**src/rtl/bfm_ahb_arbiter_if.sv**
```systemverilog
// AHB arbitration bundle: master requests and transfer info in, grant and
// address/data-phase ownership out.
interface bfm_ahb_arbiter_if;
    logic [3:0] HBUSREQ;
    logic [3:0] HLOCK;
    logic [1:0] HTRANS;
    logic [2:0] HBURST;
    logic       HREADY;
    logic [3:0] HGRANT;
    logic [1:0] HMASTER;
    logic [1:0] HMASTER_D;
    logic       HMASTLOCK;

    // The arbiter is the receiving side of the requests.
    modport slave (
        input  HBUSREQ, HLOCK, HTRANS, HBURST, HREADY,
        output HGRANT, HMASTER, HMASTER_D, HMASTLOCK
    );

    modport master (
        output HBUSREQ, HLOCK, HTRANS, HBURST, HREADY,
        input  HGRANT, HMASTER, HMASTER_D, HMASTLOCK
    );
endinterface

```
**src/rtl/bfm_ahb_arbiter.sv**
```systemverilog
// Four-master AHB round-robin arbiter with lock and fixed-length burst
// protection, registered one-hot grant and address/data-phase owner tracking.
module bfm_ahb_arbiter #(
    parameter int TPD = 1
) (
    input logic               HCLK,
    input logic               HRESET,
    bfm_ahb_arbiter_if.slave  bus
);

    localparam logic [1:0] TR_IDLE   = 2'b00;
    localparam logic [1:0] TR_BUSY   = 2'b01;
    localparam logic [1:0] TR_NONSEQ = 2'b10;
    localparam logic [1:0] TR_SEQ    = 2'b11;

    // Outputs are zero-delay in hardware; TPD only matters to timed models.
    if (TPD < 0) begin : g_tpd_chk
        $error("TPD must be non-negative");
    end

    logic [3:0] grant_p0;
    logic [1:0] mst_p1;
    logic [1:0] mst_p2;
    logic       mlock_p1;
    logic [3:0] beat_cnt;
    logic [3:0] cnt_nxt;
    logic [1:0] rr_ptr;
    logic [1:0] grant_idx;
    logic       burst_start;
    logic       hold;
    logic       arb;

    function automatic logic [1:0] oh2idx(input logic [3:0] oh);
        logic [1:0] idx;
        case (oh)
            4'b0010: idx = 2'd1;
            4'b0100: idx = 2'd2;
            4'b1000: idx = 2'd3;
            default: idx = 2'd0;
        endcase
        return idx;
    endfunction

    // Scan from farthest to nearest so the master right after ptr wins.
    function automatic logic [3:0] rr_pick(input logic [1:0] ptr, input logic [3:0] req);
        logic [3:0] pick;
        logic [1:0] idx;
        pick = 4'b0001;
        for (int i = 4; i >= 1; i--) begin
            idx = ptr + 2'(i);
            if (req[idx]) pick = 4'b0001 << idx;
        end
        return pick;
    endfunction

    assign grant_idx = oh2idx(grant_p0);

    // The first beat of a fixed-length burst holds the bus before its count is loaded.
    assign burst_start = (bus.HTRANS == TR_NONSEQ) && (bus.HBURST >= 3'd2);
    assign hold = (bus.HLOCK[mst_p1] && bus.HBUSREQ[mst_p1]) || (beat_cnt != 4'd0) || burst_start;
    assign arb  = bus.HREADY && !hold;

    always_comb begin
        cnt_nxt = beat_cnt;
        case (bus.HTRANS)
            TR_IDLE: cnt_nxt = 4'd0;
            TR_BUSY: cnt_nxt = beat_cnt;
            TR_NONSEQ: begin
                case (bus.HBURST)
                    3'd2, 3'd3: cnt_nxt = 4'd3;
                    3'd4, 3'd5: cnt_nxt = 4'd7;
                    3'd6, 3'd7: cnt_nxt = 4'd15;
                    default:    cnt_nxt = 4'd0;
                endcase
            end
            TR_SEQ: if (beat_cnt != 4'd0) cnt_nxt = beat_cnt - 4'd1;
            default: cnt_nxt = beat_cnt;
        endcase
    end

    // p0: grant; p1: address-phase owner; p2: data-phase owner
    always_ff @(posedge HCLK) begin
        if (HRESET) begin
            grant_p0 <= 4'b0001;
            mst_p1   <= 2'd0;
            mst_p2   <= 2'd0;
            mlock_p1 <= 1'b0;
            beat_cnt <= 4'd0;
            rr_ptr   <= 2'd0;
        end else begin
            if (arb) grant_p0 <= rr_pick(rr_ptr, bus.HBUSREQ);
            if (bus.HREADY) begin
                mst_p1   <= grant_idx;
                mlock_p1 <= bus.HLOCK[grant_idx];
                mst_p2   <= mst_p1;
                beat_cnt <= cnt_nxt;
                if (grant_idx != mst_p1) rr_ptr <= grant_idx;
            end
        end
    end

    assign bus.HGRANT    = grant_p0;
    assign bus.HMASTER   = mst_p1;
    assign bus.HMASTER_D = mst_p2;
    assign bus.HMASTLOCK = mlock_p1;

endmodule

```
**src/flat_wrapper.sv**
```systemverilog
// flat-port wrapper written by rule: the top's interface ports become plain ports
module bfm_ahb_arbiter_flat 
#(
    parameter int TPD = 1
)
  (HCLK, HRESET, bus_HBUSREQ, bus_HLOCK, bus_HTRANS, bus_HBURST, bus_HREADY, bus_HGRANT, bus_HMASTER, bus_HMASTER_D, bus_HMASTLOCK);
  bfm_ahb_arbiter_if bus_i ();
  input logic HCLK;
  input logic HRESET;
  input wire logic [$bits(bus_i.HBUSREQ)-1:0] bus_HBUSREQ;
  input wire logic [$bits(bus_i.HLOCK)-1:0] bus_HLOCK;
  input wire logic [$bits(bus_i.HTRANS)-1:0] bus_HTRANS;
  input wire logic [$bits(bus_i.HBURST)-1:0] bus_HBURST;
  input wire logic [$bits(bus_i.HREADY)-1:0] bus_HREADY;
  output wire logic [$bits(bus_i.HGRANT)-1:0] bus_HGRANT;
  output wire logic [$bits(bus_i.HMASTER)-1:0] bus_HMASTER;
  output wire logic [$bits(bus_i.HMASTER_D)-1:0] bus_HMASTER_D;
  output wire logic [$bits(bus_i.HMASTLOCK)-1:0] bus_HMASTLOCK;
  assign bus_i.HBUSREQ = bus_HBUSREQ;
  assign bus_i.HLOCK = bus_HLOCK;
  assign bus_i.HTRANS = bus_HTRANS;
  assign bus_i.HBURST = bus_HBURST;
  assign bus_i.HREADY = bus_HREADY;
  assign bus_HGRANT = bus_i.HGRANT;
  assign bus_HMASTER = bus_i.HMASTER;
  assign bus_HMASTER_D = bus_i.HMASTER_D;
  assign bus_HMASTLOCK = bus_i.HMASTLOCK;
  bfm_ahb_arbiter #(.TPD(TPD)) u_core (.HCLK(HCLK), .HRESET(HRESET), .bus(bus_i));
endmodule
```
**config.mk**
```make
export PLATFORM = sky130hd
export DESIGN_NAME = bfm_ahb_arbiter_flat
export DESIGN_NICKNAME = d
export VERILOG_FILES = /design/src/rtl/bfm_ahb_arbiter_if.sv /design/src/rtl/bfm_ahb_arbiter.sv /design/src/flat_wrapper.sv
export SDC_FILE = /design/constraint.sdc
export NUM_CORES = 1
export LEC_CHECK = 0
export ABC_AREA = 1
export CAP_MARGIN = 0
export CELL_PAD_IN_SITES_DETAIL_PLACEMENT = 0
export CELL_PAD_IN_SITES_GLOBAL_PLACEMENT = 1
export CORE_MARGIN = 8
export CORE_UTILIZATION = 35
export DETAILED_ROUTE_END_ITERATION = 12
export GPL_TIMING_DRIVEN = 0
export PLACE_DENSITY_LB_ADDON = 0.1
export SETUP_SLACK_MARGIN = 0.1
export SYNTH_ARGS = -nofsm -noshare
export SYNTH_HDL_FRONTEND = slang
export SYNTH_SLANG_ARGS = --single-unit
```
**constraint.sdc**
```tcl
create_clock -name HCLK -period 1.8 [get_ports HCLK]
set_input_delay 0.45 -clock HCLK [delete_from_list [all_inputs] [get_ports HCLK]]
set_output_delay 0.45 -clock HCLK [all_outputs]
set_load 0.05 [all_outputs]
```
Port wiring:
Bar = 20 um.
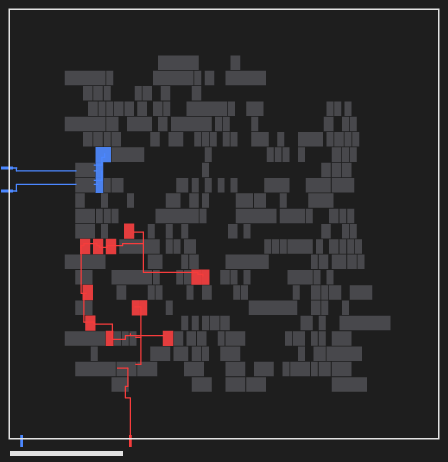
Key: red = bus_HREADY [bits 1, direction input, edge bottom, end cells 12, wire 94.2 um]; blue = bus_HBURST [bits 3, direction input, edge 2 left, 1 bottom, end cells 3, wire 32.3 um]

==> metrics.csv <==
metric,value,unit
fillers,415,
RSZ-0062 raised after global routing,yes,
Core ar.,3550,um2
Post-synth regs,15,
Seq pwr share,0.366,
Floorplan Nets,227,
"Setup Fix Bufs, Post-CTS",0,
Antenna Cells,0,
OpenROAD warnings,36,
Clock power frac,0.180,
Max Fclk,0.590,GHz
Register Area,305,um2
vertical die size,76,um
Syn-to-layout area delta,25.9,%
First-pass DRT Iterations,4,
initial antenna violation count,0,
ys cells,202,
Boundary Pins,25,
vias per inst,4.75,
CP bufs+invs,1,
# rows,22,
Worst Path Arrival,1240,ps
maxcap violations,0,
Clock Path Buffers,2,
CP Class,reg2out,
CP cell instances,clkdlybuf4s15_1,
htree depth,1,
Remaining DRCs,0,
register share after synthesis,0.238,
"Distinct cells, synth",22,
Top delay family on crit path,buffers and inverters,
fin crit period,1690,ps
Gate power share,0.454,
top cells by count,"nand2_1 (57), inv_1 (28), nand3_1 (19)",
Die Area,5780,um2
cells after synthesis,202,
Tcrit/Tclk final,0.941,
sw frac,0.424,
Reg2Reg Depth,9,
Worst Hold Path EP,u_core.beat_cnt[1]$_SDFFE_PP0P_,
Hold Path Class,reg2reg,
Area leader share,0.238,
slowest CP cell,clkdlybuf4s15_1,
share of synthesized registers carrying an async set or reset,0,
Max-Slew Margin vs Limit,0.674,
fp_density,0.355,
pwr dens,676,nW/um2
TritonCTS sink count,15,
Port Buf Inserts,23,
final wirelength,3.27,mm
gr ovfl total,0,
max incr delay on CP,530,ps
"count leader, synth",nand2_1,
setup ws final,106,ps
Post-synth top flop,dfxtp_1,
"Clk pin slew, worst setup/hold paths",90,ps
largest net degree at the start of global routing,11,
vias,1315,
"area leader, netlist",dfxtp_1,
CTS buffer count,3,
worst r2r src,u_core.rr_ptr[1]$_SDFFE_PP0P_,
"Req. time, crit path",1350,ps
first-pass GRT wire length,5.66,mm
maximum VDD drop,0.341,mV
total power draw,1.07,mW
# hold bufs at CTS,0,
share of cells above drive strength 1,0.153,
net switching power,0.455,mW
Die Width,76,um
DRT antenna net count,0,
gpl congestion,0.797,
Worst R2R Setup Slack,220,ps
reg-to-reg endpoint,u_core.bus.HGRANT[2]$_SDFFE_PP0P_,
DP Worst Slack,-104,ps
final hold violation count,0,
"EDFF count, synth",0,
synthesized area,1260,um2
Final Slew Violations,0,
internal power,0.617,mW
crit start category,flip-flop,
crit-path max FO,5,
first-iteration detailed-routing DRC count,36,
Final Net Count,255,
WHS Path Cells,2,
Setup Skew,2.82,ps
Total GRT Usage,0.114,
Cell area leaders,"dfxtp_1 (24%), nand2_1 (17%), ha_1 (8.9%)",
Skew-Pair Late Insertion Delay,280,ps
CP endpoint kind,output port,
clk root buf,clkbuf_4,
CTS tree,yes,
Avg Inst Size Synth,6.24,um2
leakage,0.790,nW
slew of the pin with the lowest slew margin,491,ps
run status,"complete, no violations",
post-DR wirelength/cell,11.8,um
Comb gate area,860,um2
yosys warns,0,
Final Setup Violations,0,
vias in the first global route,1356,
min-delay src,u_core.beat_cnt[1]$_SDFFE_PP0P_,
YS chip area,1260,um2
post-DP HPWL,2.65,mm
Gate-type map:
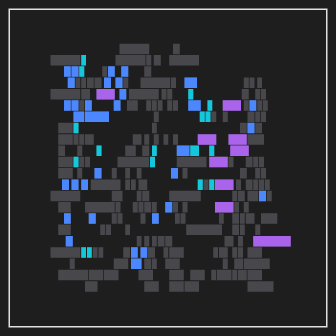
Key: cyan = nor cells [cells 17, most used nor2_1]; purple = fa/ha/maj cells [cells 9, most used ha_1]; blue = aoi and oai cells [cells 33, most used a21oi_1]

[logic make-up after synthesis]
group / share of synthesized area
simple gates: 0.421
buf+inv: 0.104
compound gates: 0.147
flops: 0.238
fa+ha+maj: 0.0894
[routing by layer]
| metal | up-vias | GRT usage | share of wire |
|---|---|---|---|
| met5 | - | 0 | 0 |
| met4 | 0 | 0.0373 | 0.0040 |
| met3 | 2 | 0.0271 | 0.028 |
| met2 | 13 | 0.215 | 0.52 |
| met1 | 601 | 0.119 | 0.45 |
| li1 | 699 | - | - |
[layout by cell type (no fill, tap or decap), types with 8 or more instances in the layout]
cell,instances
inv_1,27
o21ai_0,11
nor2_1,16
dfxtp_1,13
nand2_1,57
a21oi_1,13
nand3_1,19
clkdlybuf4s50_1,14
ha_1,8
[state kept, by name, summed over array words and instances, names as in the netlist]
signal and count:
u_core.bus.HMASTER 2, u_core.bus.HMASTER_D 2, u_core.bus.HMASTLOCK 1, u_core.bus.HGRANT 4
u_core.beat_cnt 4, u_core.rr_ptr 2
[per-stage QoR]
step / util / area, um2 / TNS, ps / instances / hold slack (ps)
6_report: 0.447 / 1590 / 0 / 277 / 531
5_1_grt: 0.447 / 1590 / 0 / 277 / 560
4_1_cts: 0.446 / 1590 / 0 / 277 / 532
3_5_place_dp: 0.437 / 1550 / -315 / 273 / 519
3_3_place_gp: 0.437 / 1550 / -151 / 273 / 504
2_1_floorplan: - / 1260 / 0 / 202 / 471
[area by class of cell]
cell class	count	area share
Tap cell	48	0.0379
Multi-Input combinational cell	152	0.542
Timing Repair Buffer	23	0.127
Inverter	33	0.0797
Sequential cell	15	0.192
Buffer	2	0.00473
Clock buffer	4	0.0166
[worst register-to-register path: cells and delay by family, from the launching register on]
| family | cells | cell delay, ps |
|---|---|---|
| flip-flops | 1 | 420 |
| AND-OR/OR-AND | 1 | 130 |
| adder cells (fa/ha/maj) | 1 | 250 |
| AND/OR/NAND/NOR | 5 | 460 |
| buffers and inverters | 2 | 240 |
[worst max-delay path by stage]
| stage | start | endpoint | slack (ps) | depth (start not counted) |
|---|---|---|---|---|
| floorplan | u_core.rr_ptr[0]$_SDFFE_PP0P_ | u_core.bus.HGRANT[0]$_SDFFE_PP1P_ | 160 | 10 |
| global placement | u_core.rr_ptr[0]$_SDFFE_PP0P_ | u_core.bus.HGRANT[2]$_SDFFE_PP0P_ | -50 | 9 |
| detailed placement | u_core.rr_ptr[0]$_SDFFE_PP0P_ | u_core.bus.HGRANT[2]$_SDFFE_PP0P_ | -100 | 9 |
| CTS | u_core.bus.HMASTER[0]$_SDFFE_PP0P_ | bus_HMASTER[0] | 60 | 1 |
| global route | u_core.bus.HMASTER[0]$_SDFFE_PP0P_ | bus_HMASTER[0] | 50 | 1 |
| finish | u_core.bus.HMASTER[0]$_SDFFE_PP0P_ | bus_HMASTER[0] | 110 | 1 |
[repair_timing]
item	in CTS	in global routing
gates resized	16	14
endpoints found under the setup margin	13	9
cloned	0	0
[power by group through the flow]
stage	logic [mW]	registers [mW]	clock network [mW]
after floorplan	0.291	0.452	0
after global placement	0.479	0.398	0
after detailed placement	0.487	0.399	0
after CTS	0.487	0.392	0.206
after global routing	0.549	0.398	0.214
final	0.487	0.393	0.193
Power figures rest on the tool's default switching activity, not on a simulated workload.
